`config.mk`:
```
export PLATFORM = sky130hd
export DESIGN_NAME = latch_bank
export DESIGN_NICKNAME = d
export VERILOG_FILES = /design/src/rtl/latch_bank_pkg.sv /design/src/rtl/latch_bank_lane.sv /design/src/rtl/latch_bank.sv
export SDC_FILE = /design/constraint.sdc
export NUM_CORES = 1
export LEC_CHECK = 0
export ABC_CLOCK_PERIOD_IN_PS = 4700
export CAP_MARGIN = 20
export CORE_ASPECT_RATIO = 1.5
export CORE_MARGIN = 4
export CORE_UTILIZATION = 46
export DETAILED_ROUTE_END_ITERATION = 10
export PLACE_DENSITY = 0.85
export SLEW_MARGIN = 0
export SYNTH_ARGS = -nofsm -noshare
export SYNTH_HDL_FRONTEND = slang
export SYNTH_SLANG_ARGS = --single-unit
export TNS_END_PERCENT = 30
```
`constraint.sdc`:
```
create_clock -name clk -period 4.7 [get_ports clk]
set_clock_uncertainty 0.05 [all_clocks]
set_input_delay 0.47 -clock clk [delete_from_list [all_inputs] [get_ports clk]]
set_output_delay 0.47 -clock clk [all_outputs]
set_load 0.005 [all_outputs]
```
`src/rtl/latch_bank_pkg.sv`:
```
// latch_bank_pkg: shared types and helpers for the latch_bank capture register bank.
package latch_bank_pkg;

  // Global capture mode, encoded as on the mode port
  typedef enum logic [1:0] {
    MODE_HOLD    = 2'b00,
    MODE_FOLLOW  = 2'b01,
    MODE_EDGE    = 2'b10,
    MODE_ONESHOT = 2'b11
  } mode_e;

  // Per-lane one-shot state
  typedef enum logic {
    ST_ARMED  = 1'b0,
    ST_LOCKED = 1'b1
  } os_state_e;

  // Clip an unsigned sum to the largest value representable in w bits.
  function automatic logic [63:0] sat_clip(input logic [63:0] sum, input int unsigned w);
    logic [63:0] lim;
    lim = (w >= 64) ? '1 : ((64'd1 << w) - 64'd1);
    return (sum > lim) ? lim : sum;
  endfunction

endpackage

```
`src/rtl/latch_bank_lane.sv`:
```
// latch_bank_lane: one capture lane (true/complement registers, en history,
// one-shot FSM, capture pulse). Optional parity output under LATCH_BANK_PARITY_EN.
module latch_bank_lane
  import latch_bank_pkg::*;
#(
  parameter int WIDTH = 8
) (
  input  logic             clk,
  input  logic             rst_n,
  input  logic [1:0]       i_mode,
  input  logic [WIDTH-1:0] i_d,
  input  logic             i_en,
  input  logic             i_arm,
  output logic [WIDTH-1:0] o_q,
  output logic [WIDTH-1:0] o_q_b,
  output logic             o_locked,
  output logic             o_cap_pulse,
`ifdef LATCH_BANK_PARITY_EN
  output logic             o_q_par,
`endif
  output logic             o_cap
);

  logic [WIDTH-1:0] r_q;
  logic [WIDTH-1:0] r_q_b;
  logic             r_en_prev;
  logic             r_cap_pulse;
  os_state_e        r_state;
  mode_e            w_mode;
  logic             w_cap;

  assign w_mode = mode_e'(i_mode);

  // Decide whether this lane captures on the coming edge
  always_comb begin
    w_cap = 1'b0;
    case (w_mode)
      MODE_FOLLOW:  w_cap = i_en;
      MODE_EDGE:    w_cap = i_en & ~r_en_prev;
      MODE_ONESHOT: w_cap = i_en & (r_state == ST_ARMED);
      default:      w_cap = 1'b0;
    endcase
  end

  // Data registers, en history and capture pulse
  always_ff @(posedge clk) begin
    if (!rst_n) begin
      r_q         <= '0;
      r_q_b       <= '1;
      r_en_prev   <= 1'b0;
      r_cap_pulse <= 1'b0;
    end else begin
      r_en_prev   <= i_en;
      r_cap_pulse <= w_cap;
      if (w_cap) begin
        r_q   <= i_d;
        r_q_b <= ~i_d;
      end
    end
  end

  // One-shot FSM: re-arm wins over capture; arm is honoured in every mode
  always_ff @(posedge clk) begin
    if (!rst_n) begin
      r_state <= ST_ARMED;
    end else if (r_state == ST_LOCKED && i_arm) begin
      r_state <= ST_ARMED;
    end else if (w_mode == MODE_ONESHOT && w_cap) begin
      r_state <= ST_LOCKED;
    end
  end

`ifdef LATCH_BANK_PARITY_EN
  logic r_q_par;

  // Even parity of the captured word, updated together with q
  always_ff @(posedge clk) begin
    if (!rst_n) begin
      r_q_par <= 1'b0;
    end else if (w_cap) begin
      r_q_par <= ^i_d;
    end
  end

  assign o_q_par = r_q_par;
`endif

  assign o_q         = r_q;
  assign o_q_b       = r_q_b;
  assign o_locked    = (r_state == ST_LOCKED);
  assign o_cap_pulse = r_cap_pulse;
  assign o_cap       = w_cap;

endmodule

```
`src/rtl/latch_bank.sv`:
```
// latch_bank: CHANNELS synchronous capture lanes plus a saturating global
// capture-event counter. Define LATCH_BANK_PARITY_EN to add q_par/par_chk/par_err.
module latch_bank
  import latch_bank_pkg::*;
#(
  parameter int WIDTH    = 8,
  parameter int CHANNELS = 4,
  parameter int CNT_W    = 8
) (
  input  logic                      clk,
  input  logic                      rst_n,
  input  logic [1:0]                mode,
  input  logic [CHANNELS*WIDTH-1:0] d,
  input  logic [CHANNELS-1:0]       en,
  input  logic [CHANNELS-1:0]       arm,
  output logic [CHANNELS*WIDTH-1:0] q,
  output logic [CHANNELS*WIDTH-1:0] q_b,
  output logic [CHANNELS-1:0]       locked,
  output logic [CHANNELS-1:0]       cap_pulse,
`ifdef LATCH_BANK_PARITY_EN
  output logic [CHANNELS-1:0]       q_par,
  input  logic [CHANNELS-1:0]       par_chk,
  output logic                      par_err,
`endif
  output logic [CNT_W-1:0]          cap_cnt
);

  // Wide enough that count + all lanes can never wrap before clipping
  localparam int SUM_W = CNT_W + $clog2(CHANNELS) + 1;

  logic [CHANNELS-1:0] w_cap;
  logic [SUM_W-1:0]    w_pop;
  logic [SUM_W-1:0]    w_sum;
  logic [63:0]         w_sat;
  logic [CNT_W-1:0]    r_cap_cnt;

  for (genvar gi = 0; gi < CHANNELS; gi++) begin : g_lane
    latch_bank_lane #(.WIDTH(WIDTH)) u_lane (
      .clk         (clk),
      .rst_n       (rst_n),
      .i_mode      (mode),
      .i_d         (d[gi*WIDTH +: WIDTH]),
      .i_en        (en[gi]),
      .i_arm       (arm[gi]),
      .o_q         (q[gi*WIDTH +: WIDTH]),
      .o_q_b       (q_b[gi*WIDTH +: WIDTH]),
      .o_locked    (locked[gi]),
      .o_cap_pulse (cap_pulse[gi]),
`ifdef LATCH_BANK_PARITY_EN
      .o_q_par     (q_par[gi]),
`endif
      .o_cap       (w_cap[gi])
    );
  end

  // Population count of this cycle's captures
  always_comb begin
    w_pop = '0;
    for (int i = 0; i < CHANNELS; i++) begin
      w_pop = w_pop + SUM_W'(w_cap[i]);
    end
  end

  assign w_sum = SUM_W'(r_cap_cnt) + w_pop;
  assign w_sat = sat_clip(64'(w_sum), CNT_W);

  // Saturating capture-event counter
  always_ff @(posedge clk) begin
    if (!rst_n) begin
      r_cap_cnt <= '0;
    end else begin
      r_cap_cnt <= w_sat[CNT_W-1:0];
    end
  end

  assign cap_cnt = r_cap_cnt;

`ifdef LATCH_BANK_PARITY_EN
  logic [CHANNELS-1:0] w_q_par_now;
  logic                r_par_err;

  always_comb begin
    w_q_par_now = '0;
    for (int i = 0; i < CHANNELS; i++) begin
      w_q_par_now[i] = ^q[i*WIDTH +: WIDTH];
    end
  end

  // Sticky parity error, cleared only by reset
  always_ff @(posedge clk) begin
    if (!rst_n) begin
      r_par_err <= 1'b0;
    end else if (|(par_chk ^ w_q_par_now)) begin
      r_par_err <= 1'b1;
    end
  end

  assign par_err = r_par_err;
`endif

endmodule

```
==> run_1/clock_map.png <==
The bar under the picture is 20 um long.
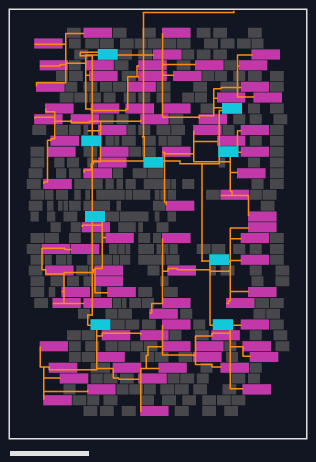
Key: cyan = cells driving clock nets [count 9]; magenta = flip-flops [count 84]; orange = clock wires [length 901 um]
There are 10 routed clock nets.
Clock Power: 447 uW
clock share of power: 29.7%
Insertion Delay late pin: 0.34 ns

==> run_1/final_clocks.png <==
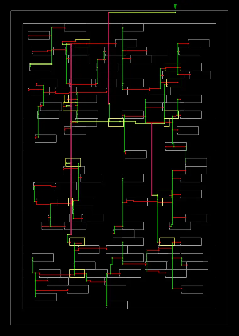
CTS buffer count: 9
Flops: 84
clock buf count: 13

==> run_1/met4.png <==
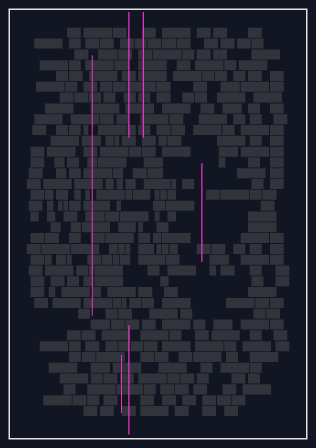
5 nets have wire on it. The layer holds 2.6% of the routed length. The layer carries 194 um of wire.
Post-Route WL: 7410 um
Via Count: 2316

==> flow_summary_export.csv, run 1 <==
group,metric,value,unit
status,status,"completed",
setup_path,crit_fanout,12,
clock_tree,post_cts_resized,0,
pwr,net-switching-power,360,uW
detailed_routing,first_pass_iters,6,
final_layout,drive_above_1_share,6.93,%
clock_tree,path_clk_slew,0.07,ns
final_layout,final_cell_mix,"clkdlybuf4s50_1, dfxtp_1, a22o_1, a2bb2oi_1, and2_1",
setup_path,crit_slowest_cell,"clkdlybuf4s50_1",
floorplanning,die_h,108,um
setup_path,r2r_slack,1.90,ns
setup_path,start_kind,"input pin",
pwr,swShare,23.9,%
logic_synthesis,syn_area,3050,um2
detailed_routing,viasPerCell,5.30,
final_layout,fin_cells,437,
global_routing,grt_use_total,19.1,%
clock_tree,cts_root_buf,"clkbuf_8",
setup_path,reg2reg_depth,12,
pwr,p_per_area,349,nW/um2
logic_synthesis,synth_seq_share,55.1,%
final_layout,lay_top_count,"clkdlybuf4s50_1",
final_layout,regArea,1680,um2
pwr,intPower,1140,uW
clock_tree,cts_max_level,3,
floorplanning,ios,124,
setup_path,slowest_delay,0.67,ns
min_path,min_path_type,"flop to flop",
logic_synthesis,topCellsByArea,"dfxtp_1, a22o_1, a2bb2oi_1",
final_timing,setup_viol,0,
final_timing,min_period_over_period,73.1,%
final_timing,maxSlewViolCount,0,
floorplanning,die_w,74.5,um
final_layout,areaGrowthSynthToFinish,41.5,%
pwr,p_comb_share,17.6,%
min_path,holdPathStages,1,
detailed_routing,post_drt_wl_per_cell,17.0,um
flow_run,drv_cap,0,
logic_synthesis,ys_warn_count,0,
setup_path,cp.arrival,3.67,ns
placement,hpwl,5480,um
setup_path,cp.required,4.94,ns
setup_path,r2r-start,"g_lane[0].u_lane.o_locked",
final_timing,max_freq,291,MHz
global_routing,overflow,0,
pwr,seq_power_share,52.7,%
clock_tree,cts.sinks,84,
logic_synthesis,synth_flops,84,
floorplanning,rows,36,
final_timing,fin_setup_tns,0,ns
logic_synthesis,yosys_area,3050,um2
final_layout,n_antenna_cell,0,
setup_path,crit_chain,"clkdlybuf4s50_1, a21boi_2, o21ai_2, inv_1, fa_1, inv_1, fa_1, inv_1, fa_1, and3_1, nand2_1, nor2_1, o21a_1",
flow_run,warning_count,26,
floorplanning,core_area,6490,um2
setup_path,endpoint_kind,"flop",
clock_tree,cts-hold-fix-buffers,0,
final_timing,relSlewSlack,52.8,%
final_layout,fillers,537,
global_routing,antenna_found_initial,0,
detailed_routing,drc,0,
setup_path,path_class,"input pin to flop",
placement,io_buffers,123,
logic_synthesis,synthCells,247,
setup_path,r2r_end,"cap_cnt[2]",
floorplanning,initCoreUtil,47.0,%
final_timing,tightest_slew,0.706,ns
min_path,min_from,"g_lane[2].u_lane.o_q[6]",
min_path,min_to,"g_lane[2].u_lane.o_q[6]",
final_layout,logic_area,1120,um2
pwr,power.leakage,0.00167,uW
detailed_routing,drt_iter0_markers,71,
final_timing,rsz0062_at_grt,"false",
clock_tree,cts_tree,"built",
setup_path,startpoint,"mode[0]",
logic_synthesis,synth.yosys.num_cells,247,
detailed_routing,postRouteAntennaNets,0,
final_timing,hold_violations,0,
logic_synthesis,synth_cell_types,38,
final_layout,fin_nets,405,
logic_synthesis,yosys.area.top_type_share,55.1,%
global_routing,grt_max_degree,25,
final_timing,post-route-min-period,3.43,ns
clock_tree,post-cts-setup-buffers,0,
pwr,vdd_drop_max,0.000279,V
clock_tree,cts_buffer_depth,2,
logic_synthesis,synth_nets,295,
logic_synthesis,largest_area_cell,"dfxtp_1",
placement,gp_congestion,0.766,
logic_synthesis,syn_avg_cell_area,12.3,um2
global_routing,grt_pass1_vias,2423,
placement,place_inst,422,
global_routing,grt_pass1_wl,11700,um
floorplanning,chipArea,8030,um2
## run 1: kinds of logic (layout without fill, tap and decap cells)
logic type                 count (synthesis)  after routing  share of synthesized area [%]
DFF                                       84             84                           55.1
adders and majority gates                  4              4                           2.38
xor gates and xnor gates                   3              3                          0.862
muxes                                      4              4                           1.31
AOI/OAI and AO/OA                         86             86                           23.8
and+or+nand+nor                           37             37                           8.37
buffers and inverters                     29            143                           8.16
## run 1: power groups by stage
stage,registers (uW),logic [uW],clock network [uW]
4_1_cts,793,269,461
2_1_floorplan,807,124,0
5_1_grt,799,293,487
6_report,792,265,447
3_5_place_dp,808,268,0
3_3_place_gp,807,259,0
## run 1: synthesized netlist by cell type, drive strengths merged
cell type,count
dfxtp,84
a22o,32
a2bb2oi,32
buf,22
and2,13
o21a,7
nand2,6
o21ai,6
inv,5
nand3,5
nor3b,5
a21boi,4
mux2i,4
fa,3
nor2,3
nor2b,3
clkbuf,2
xnor2,2
a21oi,1
a31oi,1
and3,1
and4b,1
ha,1
o2111ai,1
o21bai,1
o311a,1
xor2,1
## run 1: per-stage QoR
stage                     util, %  instance area [um2]  power (uW)  setup WS, ns  hold WS (ns)
after floorplan                 -                 3050         932          1.80         0.416
after global placement       63.9                 4150        1070          1.04         0.406
after detailed placement     63.9                 4150        1080         0.922         0.405
after CTS                    66.5                 4320        1520          1.29         0.430
after global routing         66.5                 4320        1580         0.972         0.451
final                        66.5                 4320        1500          1.27         0.422
## run 1: final cells by class
cell class	count	share of cell area (%)
clock buffer	13	3.68
clock inverter	2	0.232
inverter	5	0.435
multi-input combinational	134	25.9
sequential	84	39.0
tap	76	2.20
timing repair buffer	123	28.5
## run 1: routing by layer
metal | vias up | global-route usage, % | wire [um]
met5 | - | 0 | 0
met4 | 0 | 9.41 | 193
met3 | 15 | 3.83 | 409
met2 | 75 | 32.3 | 3980
met1 | 1107 | 22.3 | 2830
li1 | 1119 | - | -
## run 1: critical path: cells and delay by family
| kind | cells | cell delay, ns |
|---|---|---|
| buf+inv | 4 | 0.89 |
| compound gates | 3 | 0.64 |
| simple gates | 3 | 0.59 |
| fa+ha+maj | 3 | 1.09 |
## run 1: worst max-delay path by stage
| stage | endpoint | slack (ns) | depth (start not counted) |
|---|---|---|---|
| finish | cap_cnt[2] | 1.27 | 13 |
| global route | cap_cnt[2] | 0.97 | 13 |
| CTS | cap_cnt[2] | 1.29 | 13 |
| detailed placement | cap_cnt[5] | 0.92 | 13 |
| global placement | cap_cnt[7] | 1.04 | 12 |
| floorplan | cap_cnt[7] | 1.80 | 12 |
## run 1: flip-flops by register name (all words and copies together) (netlist names)
| register | flops |
|---|---|
| g_lane.u_lane.o_q_b | 32 |
| g_lane.u_lane.o_locked | 4 |
| g_lane.u_lane.r_en_prev | 4 |
| g_lane.u_lane.o_cap_pulse | 4 |
| cap_cnt | 8 |
| g_lane.u_lane.o_q | 32 |
==> run 2, diff against run 1 <==
--- a/config.mk
+++ b/config.mk
@@ -5,13 +5,13 @@
 export SDC_FILE = /design/constraint.sdc
 export NUM_CORES = 1
 export LEC_CHECK = 0
-export ABC_CLOCK_PERIOD_IN_PS = 4700
+export ABC_CLOCK_PERIOD_IN_PS = 3200
 export CAP_MARGIN = 20
 export CORE_ASPECT_RATIO = 1.5
 export CORE_MARGIN = 4
-export CORE_UTILIZATION = 46
+export CORE_UTILIZATION = 43
 export DETAILED_ROUTE_END_ITERATION = 10
-export PLACE_DENSITY = 0.85
+export PLACE_DENSITY = 0.8
 export SLEW_MARGIN = 0
 export SYNTH_ARGS = -nofsm -noshare
 export SYNTH_HDL_FRONTEND = slang
==> constraint.sdc (replaced) <==
create_clock -name clk -period 3.2 [get_ports clk]
set_clock_uncertainty 0.05 [all_clocks]
set_input_delay 0.32 -clock clk [delete_from_list [all_inputs] [get_ports clk]]
set_output_delay 0.32 -clock clk [all_outputs]
set_load 0.005 [all_outputs]
==> run_2/wire_density.png <==
15 x 22 tiles, from dark blue (low) to red (high), scaled to the fullest tile. Values are wire area over tile area, all layers added.
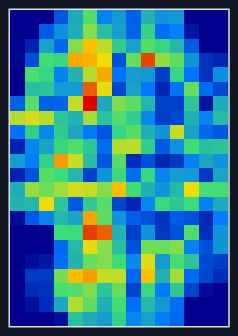
11% of the tiles are nearly empty. The fullest tile reaches 0.40. The mean over all tiles is 0.14.

==> run 2 against run 1 <==
Wire length shrank 0.93%. Highest routed layer unchanged. Final cell count grew 3.0%. Power grew 51%. Clock power grew 57%. Setup slack lost 1.1 ns.
==> flow_summary_export.csv, run 2 <==
group,metric,value,unit
setup_path,crit_fanout,7,
final_layout,fin_cells,450,
final_layout,fillers,585,
final_layout,regArea,1680,um2
flow_run,warning_count,26,
detailed_routing,first_pass_iters,5,
detailed_routing,postRouteAntennaNets,0,
final_layout,drive_above_1_share,10.2,%
floorplanning,core_area,6900,um2
final_timing,rsz0062_at_grt,"false",
logic_synthesis,synth.yosys.num_cells,247,
placement,place_worst_setup_slack,-0.196,ns
final_timing,max_freq,334,MHz
detailed_routing,num_vias,2347,
global_routing,grt_pass1_wl,12100,um
pwr,p_per_area,513,nW/um2
detailed_routing,post_drt_wl_per_cell,16.3,um
status,status,"completed",
clock_tree,cts.sinks,84,
setup_path,path_class,"input pin to flop",
final_timing,setup_ws,0.202,ns
global_routing,grt_pass1_vias,2413,
logic_synthesis,ys_warn_count,0,
floorplanning,die_w,76.8,um
clock_tree,insertion_delay,0.35,ns
clock_tree,cts_max_level,3,
clock_tree,cts_buffer_depth,2,
logic_synthesis,synthCells,247,
placement,postPlaceCellArea,4220,um2
pwr,total_power,2270,uW
logic_synthesis,most_common_cell,"dfxtp_1",
logic_synthesis,synth_seq_share,55.1,%
logic_synthesis,edf_count,0,
detailed_routing,drt_wl_total,7340,um
final_timing,post-route-min-period,3.00,ns
setup_path,cp.arrival,3.18,ns
min_path,min_path_type,"flop to flop",
placement,io_buffers,123,
detailed_routing,viasPerCell,5.22,
final_layout,areaGrowthSynthToFinish,44.8,%
logic_synthesis,topCellsByArea,"dfxtp_1, a22o_1, a2bb2oi_1",
final_layout,final_cell_area,4420,um2
final_layout,lay_top_count,"clkdlybuf4s50_1",
setup_path,cp.required,3.38,ns
floorplanning,ios,124,
logic_synthesis,synth_cell_types,38,
final_layout,post-route-util,64.0,%
final_layout,fin_nets,415,
final_timing,min_period_over_period,93.7,%
floorplanning,die_h,111,um
floorplanning,initCoreUtil,44.2,%
final_layout,logic_area,1120,um2
setup_path,r2r_slack,0.42,ns
global_routing,overflow,0,
floorplanning,rows,37,
pwr,power.leakage,0.00172,uW
final_timing,hold_violations,0,
logic_synthesis,async_flop_share,0,%
placement,place_inst,434,
logic_synthesis,yosys.area.top_type_share,55.1,%
final_timing,tightest_slew,0.635,ns
clock_tree,path_clk_slew,0.08,ns
logic_synthesis,synth_nets,295,
floorplanning,chipArea,8530,um2
setup_path,start_kind,"input pin",
placement,hpwl,5420,um
final_layout,n_antenna_cell,0,
detailed_routing,drc,0,
global_routing,grt_max_degree,18,
clock_tree,cts_tree,"built",
logic_synthesis,yosys_area,3050,um2
global_routing,grt_use_total,17.8,%
final_layout,final_cell_mix,"clkdlybuf4s50_1, dfxtp_1, a22o_1, a2bb2oi_1, and2_1",
setup_path,endpoint_kind,"flop",
logic_synthesis,synth_flops,84,
placement,gp_congestion,0.734,
final_timing,maxSlewViolCount,0,
logic_synthesis,synthTopCellsByCount,"dfxtp_1, a22o_1, a2bb2oi_1",
final_timing,relSlewSlack,57.5,%
clock_tree,cts_root_buf,"clkbuf_8",
logic_synthesis,largest_area_cell,"dfxtp_1",
clock_tree,post-cts-setup-buffers,0,
logic_synthesis,syn_area,3050,um2
detailed_routing,drt_iter0_markers,79,
clock_tree,cts_buffers,9,
logic_synthesis,syn_avg_cell_area,12.3,um2
flow_run,drv_cap,0,
global_routing,antenna_found_initial,0,
logic_synthesis,ff_type,"dfxtp_1",
final_timing,setup_viol,0,
pwr,vdd_drop_max,0.000304,V
## run 2: worst max-delay path: stages
cell             delay [ns]
clkdlybuf4s50_1        0.41
buf_4                  0.17
a21boi_2               0.17
o21ai_2                0.17
inv_1                  0.08
fa_1                   0.45
inv_1                  0.08
fa_1                   0.18
inv_1                  0.05
fa_1                   0.37
and3_1                 0.19
and2_1                 0.19
o311a_1                0.35
## run 2: path summary, 6_finish.rpt
| kind | startpoint | end | cells after the start |
|---|---|---|---|
| worst max-delay path | mode[0] | cap_cnt[7] | 13 |
| worst min-delay path | g_lane[0].u_lane.o_q[4] | g_lane[0].u_lane.o_q[4] | 1 |
| worst max register to register | g_lane[0].u_lane.o_locked | cap_cnt[7] | 11 |
| worst min register to register | g_lane[0].u_lane.o_q[4] | g_lane[0].u_lane.o_q[4] | 1 |
## run 2: cell type report
type | count | share of cell area (%)
multi-input combinational | 134 | 25.4
inverter | 5 | 0.425
clock buffer | 12 | 3.51
clock inverter | 4 | 0.737
timing repair buffer | 133 | 29.6
tap | 78 | 2.21
sequential | 84 | 38.1
## run 2: stage by stage
stage	TNS, ns	hold WS (ns)
3_3_place_gp	-0.484	0.405
5_1_grt	0	0.450
2_1_floorplan	0	0.360
4_1_cts	0	0.430
6_report	0	0.425
3_5_place_dp	-1.18	0.404
## run 2: kinds of logic after synthesis
| logic type | synth area share [%] |
|---|---|
| fa+ha+maj | 2.38 |
| buf+inv | 8.16 |
| simple gates | 8.37 |
| flops | 55.1 |
| xor+xnor | 0.862 |
| mux | 1.31 |
| compound gates | 23.8 |
## run 2: where the power goes
group / switching, uW / internal (uW)
registers: 48.6 / 1110
logic: 141 / 258
clock network: 374 / 329
## run 2: routing by layer
metal | up-vias | wire length (um) | global-route usage [%]
li1 | 1143 | - | -
met1 | 1122 | 3020 | 20.4
met2 | 69 | 3850 | 30.5
met3 | 13 | 309 | 5.12
met4 | 0 | 161 | 7.26
met5 | - | 0 | 0
## run 2: timing repair
action                                 CTS  global route
endpoints found under the hold margin    0             0
setup endpoints to repair                0             7
gates resized                            0             2
hold buffers                             0             0
Power and IR drop assume default switching activity.
